[config.mk]
export PLATFORM = sky130hd
export DESIGN_NAME = alu_multicycle
export DESIGN_NICKNAME = d
export VERILOG_FILES = /design/src/rtl/alu_multicycle.sv
export SDC_FILE = /design/constraint.sdc
export NUM_CORES = 1
export LEC_CHECK = 0
export CAP_MARGIN = 20
export CELL_PAD_IN_SITES_DETAIL_PLACEMENT = 1
export CELL_PAD_IN_SITES_GLOBAL_PLACEMENT = 1
export CORE_ASPECT_RATIO = 0.9
export CORE_MARGIN = 2
export CORE_UTILIZATION = 46
export DETAILED_ROUTE_END_ITERATION = 6
export GPL_TIMING_DRIVEN = 0
export PLACE_DENSITY = 0.92
export SYNTH_ARGS = -nofsm -noshare
export SYNTH_HDL_FRONTEND = slang
export SYNTH_SLANG_ARGS = --single-unit
[constraint.sdc]
create_clock -name clk -period 4 [get_ports clk]
set_input_delay 0.6 -clock clk [delete_from_list [all_inputs] [get_ports clk]]
set_output_delay 0.6 -clock clk [all_outputs]
set_load 0.02 [all_outputs]
[src/rtl/alu_multicycle.sv]
`default_nettype none
// ============================================================================
// Module   : alu_multicycle
// Purpose  : EX-stage ALU. AND/OR/ADD/SUB/SLT complete in one cycle.
//            Unsigned MUL (shift-add) and DIV (restoring) iterate once per
//            bit. The controller stalls on busy and captures results on done.
// Revision : 1.0 - initial release
// ============================================================================
module alu_multicycle #(
    parameter int WIDTH = 32,
    parameter int CNT_W = $clog2(WIDTH) + 1
) (
    input  logic             clk,
    input  logic             rst_n,
    input  logic             start,
    input  logic [3:0]       aluop,
    input  logic [WIDTH-1:0] a,
    input  logic [WIDTH-1:0] b,
    output logic             busy,
    output logic             done,
    output logic [WIDTH-1:0] result,
    output logic [WIDTH-1:0] hi,
    output logic             zero,
    output logic             dz
);

    localparam logic [3:0] c_OP_AND = 4'b0000;
    localparam logic [3:0] c_OP_OR  = 4'b0001;
    localparam logic [3:0] c_OP_ADD = 4'b0010;
    localparam logic [3:0] c_OP_SUB = 4'b0110;
    localparam logic [3:0] c_OP_SLT = 4'b0111;
    localparam logic [3:0] c_OP_MUL = 4'b1000;
    localparam logic [3:0] c_OP_DIV = 4'b1001;

    // Iteration index of the final multiply/divide step
    localparam logic [CNT_W-1:0] c_LAST = CNT_W'(WIDTH - 1);

    typedef enum logic [1:0] {
        S_IDLE = 2'd0,
        S_MUL  = 2'd1,
        S_DIV  = 2'd2,
        S_FIN  = 2'd3
    } state_t;

    state_t r_state;
    state_t w_state_nxt;

    // MUL: {high half, low half} of the shifting product.
    // DIV: {partial remainder, dividend bits shifting into quotient}.
    logic [2*WIDTH-1:0] r_acc;
    logic [WIDTH-1:0]   r_a;
    logic [WIDTH-1:0]   r_b;
    logic [CNT_W-1:0]   r_cnt;

    logic [WIDTH-1:0]   r_result;
    logic [WIDTH-1:0]   r_hi;
    logic               r_zero;
    logic               r_dz;

    logic               w_accept;
    logic               w_slt;
    logic [WIDTH-1:0]   w_single;
    logic [WIDTH:0]     w_mul_sum;
    logic [2*WIDTH-1:0] w_mul_nxt;
    logic [WIDTH:0]     w_rem_sh;
    logic [WIDTH:0]     w_rem_diff;
    logic [2*WIDTH-1:0] w_div_nxt;
    logic               w_fin_en;
    logic [WIDTH-1:0]   w_fin_res;
    logic [WIDTH-1:0]   w_fin_hi;
    logic               w_fin_dz;

    assign w_accept = (r_state == S_IDLE) && start;
    assign w_slt    = $signed(a) < $signed(b);

    // Shift-add step: add multiplicand to the upper half when the LSB is set,
    // then shift the whole accumulator right, carry included.
    assign w_mul_sum = {1'b0, r_acc[2*WIDTH-1:WIDTH]} + (r_acc[0] ? {1'b0, r_a} : '0);
    assign w_mul_nxt = {w_mul_sum, r_acc[WIDTH-1:1]};

    // Restoring step: shift next dividend bit into the remainder and try to
    // subtract the divisor; the borrow bit decides the quotient bit.
    assign w_rem_sh   = r_acc[2*WIDTH-1:WIDTH-1];
    assign w_rem_diff = w_rem_sh - {1'b0, r_b};
    assign w_div_nxt  = w_rem_diff[WIDTH]
                      ? {w_rem_sh[WIDTH-1:0],   r_acc[WIDTH-2:0], 1'b0}
                      : {w_rem_diff[WIDTH-1:0], r_acc[WIDTH-2:0], 1'b1};

    assign busy   = (r_state == S_MUL) || (r_state == S_DIV);
    assign done   = (r_state == S_FIN);
    assign result = r_result;
    assign hi     = r_hi;
    assign zero   = r_zero;
    assign dz     = r_dz;

    // Single-cycle operation result straight from the live operands
    always_comb begin
        w_single = '0;
        case (aluop)
            c_OP_AND: w_single = a & b;
            c_OP_OR:  w_single = a | b;
            c_OP_ADD: w_single = a + b;
            c_OP_SUB: w_single = a - b;
            c_OP_SLT: w_single = {{(WIDTH-1){1'b0}}, w_slt};
            default:  w_single = '0;
        endcase
    end

    // Select what (if anything) completes on this edge
    always_comb begin
        w_fin_en  = 1'b0;
        w_fin_res = '0;
        w_fin_hi  = '0;
        w_fin_dz  = 1'b0;
        case (r_state)
            S_IDLE: begin
                if (start) begin
                    if (aluop == c_OP_DIV) begin
                        if (b == '0) begin
                            w_fin_en  = 1'b1;
                            w_fin_res = '1;
                            w_fin_hi  = a;
                            w_fin_dz  = 1'b1;
                        end
                    end else if (aluop != c_OP_MUL) begin
                        w_fin_en  = 1'b1;
                        w_fin_res = w_single;
                    end
                end
            end
            S_MUL: begin
                if (r_cnt == c_LAST) begin
                    w_fin_en  = 1'b1;
                    w_fin_res = w_mul_nxt[WIDTH-1:0];
                    w_fin_hi  = w_mul_nxt[2*WIDTH-1:WIDTH];
                end
            end
            S_DIV: begin
                if (r_cnt == c_LAST) begin
                    w_fin_en  = 1'b1;
                    w_fin_res = w_div_nxt[WIDTH-1:0];
                    w_fin_hi  = w_div_nxt[2*WIDTH-1:WIDTH];
                end
            end
            default: w_fin_en = 1'b0;
        endcase
    end

    // Next-state decode
    always_comb begin
        w_state_nxt = r_state;
        case (r_state)
            S_IDLE: begin
                if (start) begin
                    if (aluop == c_OP_MUL) begin
                        w_state_nxt = S_MUL;
                    end else if ((aluop == c_OP_DIV) && (b != '0)) begin
                        w_state_nxt = S_DIV;
                    end else begin
                        w_state_nxt = S_FIN;
                    end
                end
            end
            S_MUL, S_DIV: begin
                if (r_cnt == c_LAST) begin
                    w_state_nxt = S_FIN;
                end
            end
            S_FIN:   w_state_nxt = S_IDLE;
            default: w_state_nxt = S_IDLE;
        endcase
    end

    // State register
    always_ff @(posedge clk or negedge rst_n) begin
        if (!rst_n) begin
            r_state <= S_IDLE;
        end else begin
            r_state <= w_state_nxt;
        end
    end

    // Operand capture and iterative multiply/divide datapath
    always_ff @(posedge clk or negedge rst_n) begin
        if (!rst_n) begin
            r_acc <= '0;
            r_a   <= '0;
            r_b   <= '0;
            r_cnt <= '0;
        end else if (w_accept) begin
            r_a   <= a;
            r_b   <= b;
            r_cnt <= '0;
            r_acc <= (aluop == c_OP_MUL) ? {{WIDTH{1'b0}}, b} : {{WIDTH{1'b0}}, a};
        end else if (r_state == S_MUL) begin
            r_acc <= w_mul_nxt;
            r_cnt <= r_cnt + CNT_W'(1);
        end else if (r_state == S_DIV) begin
            r_acc <= w_div_nxt;
            r_cnt <= r_cnt + CNT_W'(1);
        end
    end

    // Architectural outputs change only when an operation completes
    always_ff @(posedge clk or negedge rst_n) begin
        if (!rst_n) begin
            r_result <= '0;
            r_hi     <= '0;
            r_zero   <= 1'b1;
            r_dz     <= 1'b0;
        end else if (w_fin_en) begin
            r_result <= w_fin_res;
            r_hi     <= w_fin_hi;
            r_zero   <= (w_fin_res == '0);
            r_dz     <= w_fin_dz;
        end
    end

endmodule
`default_nettype wire

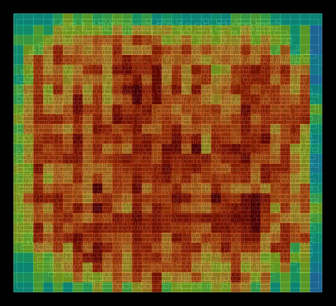
**Above:** congestion heat map.
met1 Use GR: 0.556
GR Util All Layers: 0.428
GR Util met3: 0.109
Util after Layout: 0.576
busiest grt layer: met2

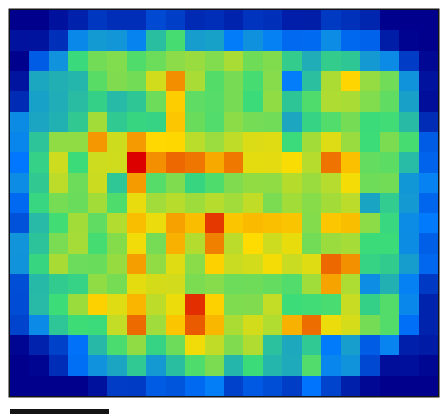
**Above:** routed metal per tile.
Bar = 50 µm. The die is cut into 22 by 19 equal tiles; dark blue is low, red is high, scaled to the fullest tile. Values are wire area over tile area, all layers added.
densest ninth of the die: middle
tiles over half the peak: 52%
mean over tiles: 0.39
fullest tile: 0.84
nearly empty tiles: 5.0%
final WL: 92800 µm
wire per inst: 30.4 µm
DR vias: 21144

==> metrics.cfg <==
[run_status]
outcome = finished, violations left
violations = negative setup slack

[cells_and_area]
final_nets = 2751
lay_top_cells = nand2_1 (240), o21ai_0 (206), dfrtp_1 (199)
fill_cells = 4766

[logic_synthesis]
mux_area_frac = 0.0561
yosys_warnings = 0
fa_ha_area_frac = 0.119
ys_ff = 202
synthArstFlopShare = 1.00

[power_and_ir_drop]
powerDensity_nw_per_um2 = 861
finalPower_w = 0.0196
swShare = 0.508
p_int_w = 0.00964
vdd_drop_max_mv = 0.437

[place]
placed_cell_area_um2 = 20600
placed_cells = 2967

[global_route]
grt_use_met2 = 0.643

[worst_setup_path]
rrSetupSlack_ns = -0.09
slowest_delay_ns = 0.47
required_ns = 4.44

[flow_run]
max_cap_violations = 0

[sta]
worst_slack_ns = -0.0915
relSlewSlack = 0.173
setup_viol = 18

[floorplanning]
die_h_um = 194

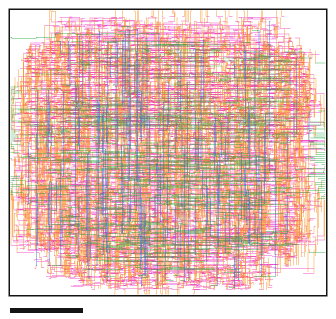
**Above:** metal layers overlaid.
Bar = 50 µm.
[M2] orange | wire length: 39.5 mm
[M4] blue | wire length: 6590 µm
[M3] green | wire length: 11100 µm
[M1] magenta | wire length: 35.7 mm

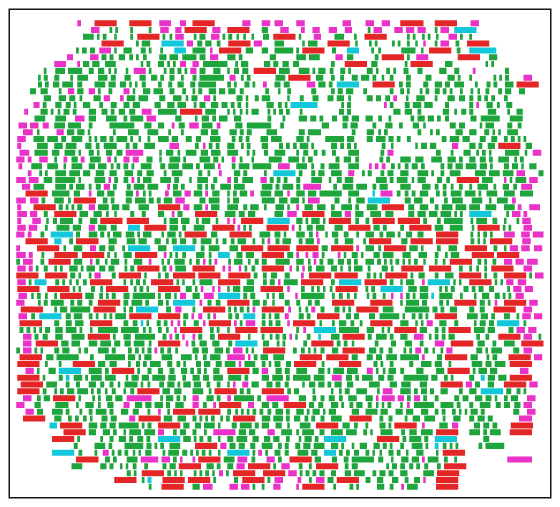
**Above:** cell classes on the final placement.
[remaining logic cells] green | cells: 1953 | share of their area: 62%
[remaining buffers and delay cells] magenta | cells: 323 | share of their area: 12%
[clock drivers and dummy loads] cyan | cells: 46 | share of their area: 4.0%
[registers] red | cells: 202 | share of their area: 23%
Seq/total area: 0.222
design area: 22800 µm²
# rows: 69

